### config.mk
export PLATFORM = sky130hd
export DESIGN_NAME = result_framer_flat
export DESIGN_NICKNAME = d
export VERILOG_FILES = /design/src/rtl/mat_pkg.sv /design/src/rtl/result_framer_if.sv /design/src/rtl/result_framer.sv /design/src/flat_wrapper.sv
export SDC_FILE = /design/constraint.sdc
export NUM_CORES = 1
export LEC_CHECK = 0
export CAP_MARGIN = 5
export CORE_MARGIN = 8
export CORE_UTILIZATION = 55
export DETAILED_ROUTE_END_ITERATION = 8
export MAX_ROUTING_LAYER = met4
export PLACE_DENSITY_LB_ADDON = 0.12
export SYNTH_ARGS = -nofsm -noshare
export SYNTH_HDL_FRONTEND = slang
export SYNTH_SLANG_ARGS = --single-unit
### constraint.sdc
create_clock -name clk -period 4.54 [get_ports clk]
set_input_delay 0.908 -clock clk [delete_from_list [all_inputs] [get_ports clk]]
set_output_delay 0.908 -clock clk [all_outputs]
set_load 0.02 [all_outputs]
### src/rtl/mat_pkg.sv
// mat_pkg: constants and types shared by the matrix-engine host link.
// Holds the reply-frame sync/tag bytes, the frame length, the result
// framer state encoding and the frame checksum helper. The host-facing
// request parser reuses SYNC_BYTE and TAG_RESULT for its own decoding.
package mat_pkg;

    localparam logic [7:0] SYNC_BYTE  = 8'hFF;
    localparam logic [7:0] TAG_RESULT = 8'h02;
    localparam int         FRAME_LEN  = 8;

    typedef enum logic [1:0] {
        IDLE      = 2'd0,
        SEND      = 2'd1,
        WAIT_ACK  = 2'd2,
        WAIT_DONE = 2'd3
    } frame_state_e;

    // Checksum covers every byte after the sync byte: tag, job and results.
    function automatic logic [7:0] frame_checksum(
        input logic [7:0] job,
        input logic [7:0] c11,
        input logic [7:0] c12,
        input logic [7:0] c21,
        input logic [7:0] c22
    );
        frame_checksum = TAG_RESULT ^ job ^ c11 ^ c12 ^ c21 ^ c22;
    endfunction

endpackage

### src/rtl/result_framer_if.sv
// result_framer_if: bundles the result handshake from mat_mul and the
// byte start/busy handshake toward the UART transmitter.
//   res_valid/res_ready   result handshake, accept on valid & ready
//   res_job, res_c11..22  result set (8 bits each)
//   tx_byte/tx_start      byte offered to the UART with one-cycle start
//   tx_busy               UART is shifting a byte
// modport slave  : the framer's view.
// modport master : the surrounding environment (mat_mul + UART) view.
interface result_framer_if;

    logic       res_valid;
    logic       res_ready;
    logic [7:0] res_job;
    logic [7:0] res_c11;
    logic [7:0] res_c12;
    logic [7:0] res_c21;
    logic [7:0] res_c22;
    logic [7:0] tx_byte;
    logic       tx_start;
    logic       tx_busy;

    modport slave (
        input  res_valid, res_job, res_c11, res_c12, res_c21, res_c22,
        output res_ready,
        output tx_byte, tx_start,
        input  tx_busy
    );

    modport master (
        output res_valid, res_job, res_c11, res_c12, res_c21, res_c22,
        input  res_ready,
        input  tx_byte, tx_start,
        output tx_busy
    );

endinterface

### src/rtl/result_framer.sv
// result_framer: wraps one 2x2 matrix result set into an 8-byte reply
// frame (FF, 02, job, c11, c12, c21, c22, checksum) and feeds it to the
// UART one byte at a time using a start/busy handshake.
// Ports:
//   clk         system clock, rising edge
//   rst         synchronous active-high reset, aborts any frame in flight
//   bus         result_framer_if.slave (result handshake + UART byte port)
//   frame_done  one-cycle pulse after the checksum byte has left the UART
//   frame_err   one-cycle pulse when the UART never acknowledged a start
// Parameter ACK_TIMEOUT: WAIT_ACK cycles allowed for tx_busy to rise.
module result_framer
    import mat_pkg::*;
#(
    parameter int ACK_TIMEOUT = 16
) (
    input  logic           clk,
    input  logic           rst,
    result_framer_if.slave bus,
    output logic           frame_done,
    output logic           frame_err
);

    localparam int         CNT_W    = $clog2(ACK_TIMEOUT + 1);
    localparam logic [2:0] LAST_IDX = 3'(FRAME_LEN - 1);
    localparam logic [CNT_W-1:0] LAST_CNT = CNT_W'(ACK_TIMEOUT - 1);

    frame_state_e     state_r;
    frame_state_e     next_state_s;
    logic [2:0]       idx_r;
    logic [CNT_W-1:0] cnt_r;
    logic [7:0]       job_r;
    logic [7:0]       c11_r;
    logic [7:0]       c12_r;
    logic [7:0]       c21_r;
    logic [7:0]       c22_r;
    logic [7:0]       csum_r;
    logic [7:0]       tx_byte_r;
    logic             tx_start_r;
    logic             done_r;
    logic             err_r;
    logic             ready_r;
    logic [7:0]       frame_byte_s;
    logic             accept_s;
    logic             issue_s;
    logic             advance_s;
    logic             cnt_inc_s;
    logic             done_s;
    logic             err_s;

    assign bus.res_ready = ready_r;
    assign bus.tx_byte   = tx_byte_r;
    assign bus.tx_start  = tx_start_r;
    assign frame_done    = done_r;
    assign frame_err     = err_r;

    // State register.
    always_ff @(posedge clk) begin
        if (rst) begin
            state_r <= IDLE;
        end else begin
            state_r <= next_state_s;
        end
    end

    // Next-state and per-cycle control decode.
    always_comb begin
        next_state_s = state_r;
        accept_s     = 1'b0;
        issue_s      = 1'b0;
        advance_s    = 1'b0;
        cnt_inc_s    = 1'b0;
        done_s       = 1'b0;
        err_s        = 1'b0;
        case (state_r)
            IDLE: begin
                if (bus.res_valid && ready_r) begin
                    accept_s     = 1'b1;
                    next_state_s = SEND;
                end else begin
                    next_state_s = IDLE;
                end
            end
            SEND: begin
                // Never start while the UART is still shifting.
                if (!bus.tx_busy) begin
                    issue_s      = 1'b1;
                    next_state_s = WAIT_ACK;
                end else begin
                    next_state_s = SEND;
                end
            end
            WAIT_ACK: begin
                // A busy rise wins over a timeout landing in the same cycle.
                if (bus.tx_busy) begin
                    next_state_s = WAIT_DONE;
                end else if (cnt_r == LAST_CNT) begin
                    err_s        = 1'b1;
                    next_state_s = IDLE;
                end else begin
                    cnt_inc_s    = 1'b1;
                    next_state_s = WAIT_ACK;
                end
            end
            WAIT_DONE: begin
                if (!bus.tx_busy) begin
                    if (idx_r == LAST_IDX) begin
                        done_s       = 1'b1;
                        next_state_s = IDLE;
                    end else begin
                        advance_s    = 1'b1;
                        next_state_s = SEND;
                    end
                end else begin
                    next_state_s = WAIT_DONE;
                end
            end
            default: begin
                next_state_s = IDLE;
            end
        endcase
    end

    // Frame byte select on the current index.
    always_comb begin
        frame_byte_s = SYNC_BYTE;
        case (idx_r)
            3'd0:    frame_byte_s = SYNC_BYTE;
            3'd1:    frame_byte_s = TAG_RESULT;
            3'd2:    frame_byte_s = job_r;
            3'd3:    frame_byte_s = c11_r;
            3'd4:    frame_byte_s = c12_r;
            3'd5:    frame_byte_s = c21_r;
            3'd6:    frame_byte_s = c22_r;
            3'd7:    frame_byte_s = csum_r;
            default: frame_byte_s = SYNC_BYTE;
        endcase
    end

    // Captured result set, index, ack timer and registered outputs.
    always_ff @(posedge clk) begin
        if (rst) begin
            idx_r      <= 3'd0;
            cnt_r      <= '0;
            job_r      <= 8'h00;
            c11_r      <= 8'h00;
            c12_r      <= 8'h00;
            c21_r      <= 8'h00;
            c22_r      <= 8'h00;
            csum_r     <= 8'h00;
            tx_byte_r  <= 8'h00;
            tx_start_r <= 1'b0;
            done_r     <= 1'b0;
            err_r      <= 1'b0;
            ready_r    <= 1'b0;
        end else begin
            if (accept_s) begin
                idx_r  <= 3'd0;
                job_r  <= bus.res_job;
                c11_r  <= bus.res_c11;
                c12_r  <= bus.res_c12;
                c21_r  <= bus.res_c21;
                c22_r  <= bus.res_c22;
                csum_r <= frame_checksum(bus.res_job, bus.res_c11, bus.res_c12,
                                         bus.res_c21, bus.res_c22);
            end else if (advance_s) begin
                idx_r <= idx_r + 3'd1;
            end
            if (issue_s) begin
                tx_byte_r <= frame_byte_s;
                cnt_r     <= '0;
            end else if (cnt_inc_s) begin
                cnt_r <= cnt_r + CNT_W'(1);
            end
            tx_start_r <= issue_s;
            done_r     <= done_s;
            err_r      <= err_s;
            // Ready only after a full cycle in IDLE, so the done/err cycle
            // itself can never accept a new result.
            ready_r    <= (state_r == IDLE) && (next_state_s == IDLE);
        end
    end

endmodule

### src/flat_wrapper.sv
// flat-port wrapper written by rule: the top's interface ports become plain ports
module result_framer_flat import mat_pkg::*;
#(
    parameter int ACK_TIMEOUT = 16
)
  (clk, rst, frame_done, frame_err, bus_res_valid, bus_res_job, bus_res_c11, bus_res_c12, bus_res_c21, bus_res_c22, bus_res_ready, bus_tx_byte, bus_tx_start, bus_tx_busy);
  result_framer_if bus_i ();
  input  logic clk;
  input  logic rst;
  output logic frame_done;
  output logic frame_err;
  input wire logic [$bits(bus_i.res_valid)-1:0] bus_res_valid;
  input wire logic [$bits(bus_i.res_job)-1:0] bus_res_job;
  input wire logic [$bits(bus_i.res_c11)-1:0] bus_res_c11;
  input wire logic [$bits(bus_i.res_c12)-1:0] bus_res_c12;
  input wire logic [$bits(bus_i.res_c21)-1:0] bus_res_c21;
  input wire logic [$bits(bus_i.res_c22)-1:0] bus_res_c22;
  output wire logic [$bits(bus_i.res_ready)-1:0] bus_res_ready;
  output wire logic [$bits(bus_i.tx_byte)-1:0] bus_tx_byte;
  output wire logic [$bits(bus_i.tx_start)-1:0] bus_tx_start;
  input wire logic [$bits(bus_i.tx_busy)-1:0] bus_tx_busy;
  assign bus_i.res_valid = bus_res_valid;
  assign bus_i.res_job = bus_res_job;
  assign bus_i.res_c11 = bus_res_c11;
  assign bus_i.res_c12 = bus_res_c12;
  assign bus_i.res_c21 = bus_res_c21;
  assign bus_i.res_c22 = bus_res_c22;
  assign bus_res_ready = bus_i.res_ready;
  assign bus_tx_byte = bus_i.tx_byte;
  assign bus_tx_start = bus_i.tx_start;
  assign bus_i.tx_busy = bus_tx_busy;
  result_framer #(.ACK_TIMEOUT(ACK_TIMEOUT)) u_core (.clk(clk), .rst(rst), .bus(bus_i), .frame_done(frame_done), .frame_err(frame_err));
endmodule
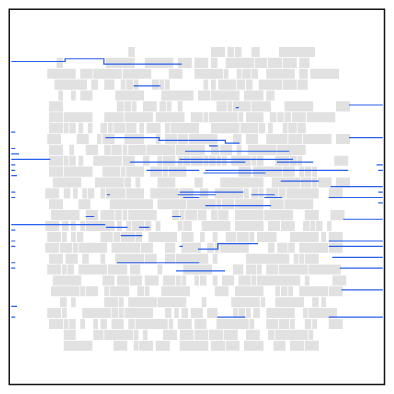
**Above:** signal wires on met3.
Scale: 4 px per um.
share of all routed wire: 6.7%
nets with wire on the layer: 52
longest straight run: 35.4 um
main direction: horizontal
via count: 2863
final wirelength: 8260 um

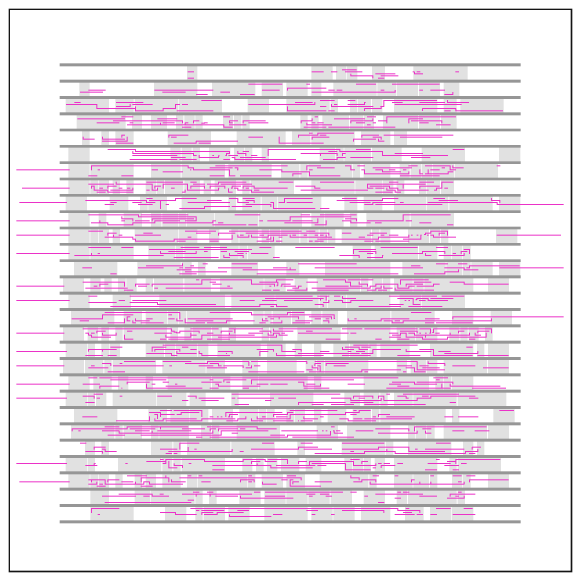
**Above:** met1 routing.
Scale: 6 px per um. Supply wires on this layer in gray.
main direction: horizontal
wire length on this layer: 3840 um
nets with wire on the layer: 431
share of all routed wire: 47%
longest straight run: 49.7 um
M1 GR Usage: 26.0%

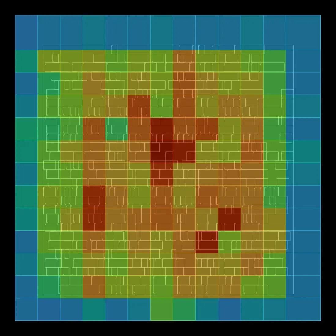
**Above:** routing congestion map.
grt met3 use: 4.81%
met2 Usage GRT: 29.4%
Layout Utilization: 70.3%
global-route usage over all layers: 20.2%

==> run_results.csv <==
group,metric,value,unit
outcome,outcome,"complete, no violations",
layout,synthToLayoutAreaGrowth,24.6,%
pwr,clk-power,0.679,mW
critical_path,worst-path-buf-inv,1,
final_timing,fmax,419,MHz
yosys,flop_cell,"dfxtp_1",
layout,num_antenna_cells,0,
place,dp_cells,477,
routing,wl_per_cell,16.8,um
global_route,antenna_found_initial,0,
layout,largest_class,"multi-input combinational cells",
critical_path,setup.worst_path.end,"u_core.bus.tx_byte[4]$_SDFFE_PP0P_",
job,maxCapViolations,0,
layout,most-common-layout-cells,"nand2_1, dfxtp_1, clkdlybuf4s50_1",
layout,fillers,466,
floorplanning,num_rows,28,
min_path,hold_path.class,"flop to flop",
routing,wl_met2,3760,um
critical_path,rrSetupSlack,2.42,ns
yosys,avgSynthCellArea,8.85,um2
clocking,clock_sinks,70,
floorplanning,io_pins,56,
clocking,cts.hold.buffers_added,0,
global_route,gr-total-overflow,0,
pwr,power_density,379,nW/um2
yosys,ys.flops,70,
final_timing,finalCriticalPeriod,2.39,ns
pwr,power.internal,1.19,mW
global_route,grt_pass1_vias,2738,
yosys,yosysUniqueCellTypes,44,
critical_path,crit_slowest_cell,"clkdlybuf4s50_1",
yosys,ys_async_sr_fraction,0,%
layout,clk_share,6.57,%
yosys,ys_sh_aoi,19.2,%
clocking,clkTransAtPathRegs,0.07,ns
yosys,ys_cells,373,
yosys,ys_seq_share,42.5,%
layout,logic_area,1760,um2
yosys,edf_count,0,
yosys,yosysMostFrequentCell,"nand2_1",
routing,drc_errors,0,
clocking,cts_resized,0,
routing,wl_met3,549,um
floorplanning,coreArea,5850,um2
floorplanning,die_h,93.5,um
global_route,grt_pass1_wl,13700,um
pwr,pwr-share-seq,43.3,%
final_timing,finalSetupViolCount,0,
yosys,ys_area,3300,um2
layout,lay_top_count,"nand2_1",
yosys,logic_family,"simple AND/OR/NAND/NOR gates",
pwr,power.static_leakage,1.52,nW
layout,n_all_inverters,5,
clocking,cts_setup_buffers,0,
place,hpwl,5460,um
place,post-place-ws,1.83,ns
pwr,ir_worst_vdd,0.223,mV
final_timing,setup_tns,0,ns
pwr,p_sw,0.369,mW
global_route,grt_max_degree,55,
pwr,comb-power,0.204,mW
layout,nFlopsAndLatches,70,
floorplanning,nWellTaps,75,
yosys,synthCells,373,
min_path,whs_endpoint,"u_core.c12_r[0]$_SDFFE_PP0P_",
clocking,clock_latency,0.35,ns
yosys,netlist.area_leader.share,42.5,%
routing,dr.pass1.iters,5,
min_path,worstHoldStart,"u_core.c12_r[0]$_SDFFE_PP0P_",
clocking,cts_root_buf,"clkbuf_8",
floorplanning,fp-utilization,56.4,%
critical_path,path_class,"primary input to flop",
critical_path,reg2reg_from,"u_core.idx_r[2]$_SDFFE_PP0P_",
floorplanning,die_area,8730,um2
final_timing,tightest_slew,0.808,ns
place,numPortBuffers,55,
Power figures rest on the tool's default switching activity, not on a simulated workload.
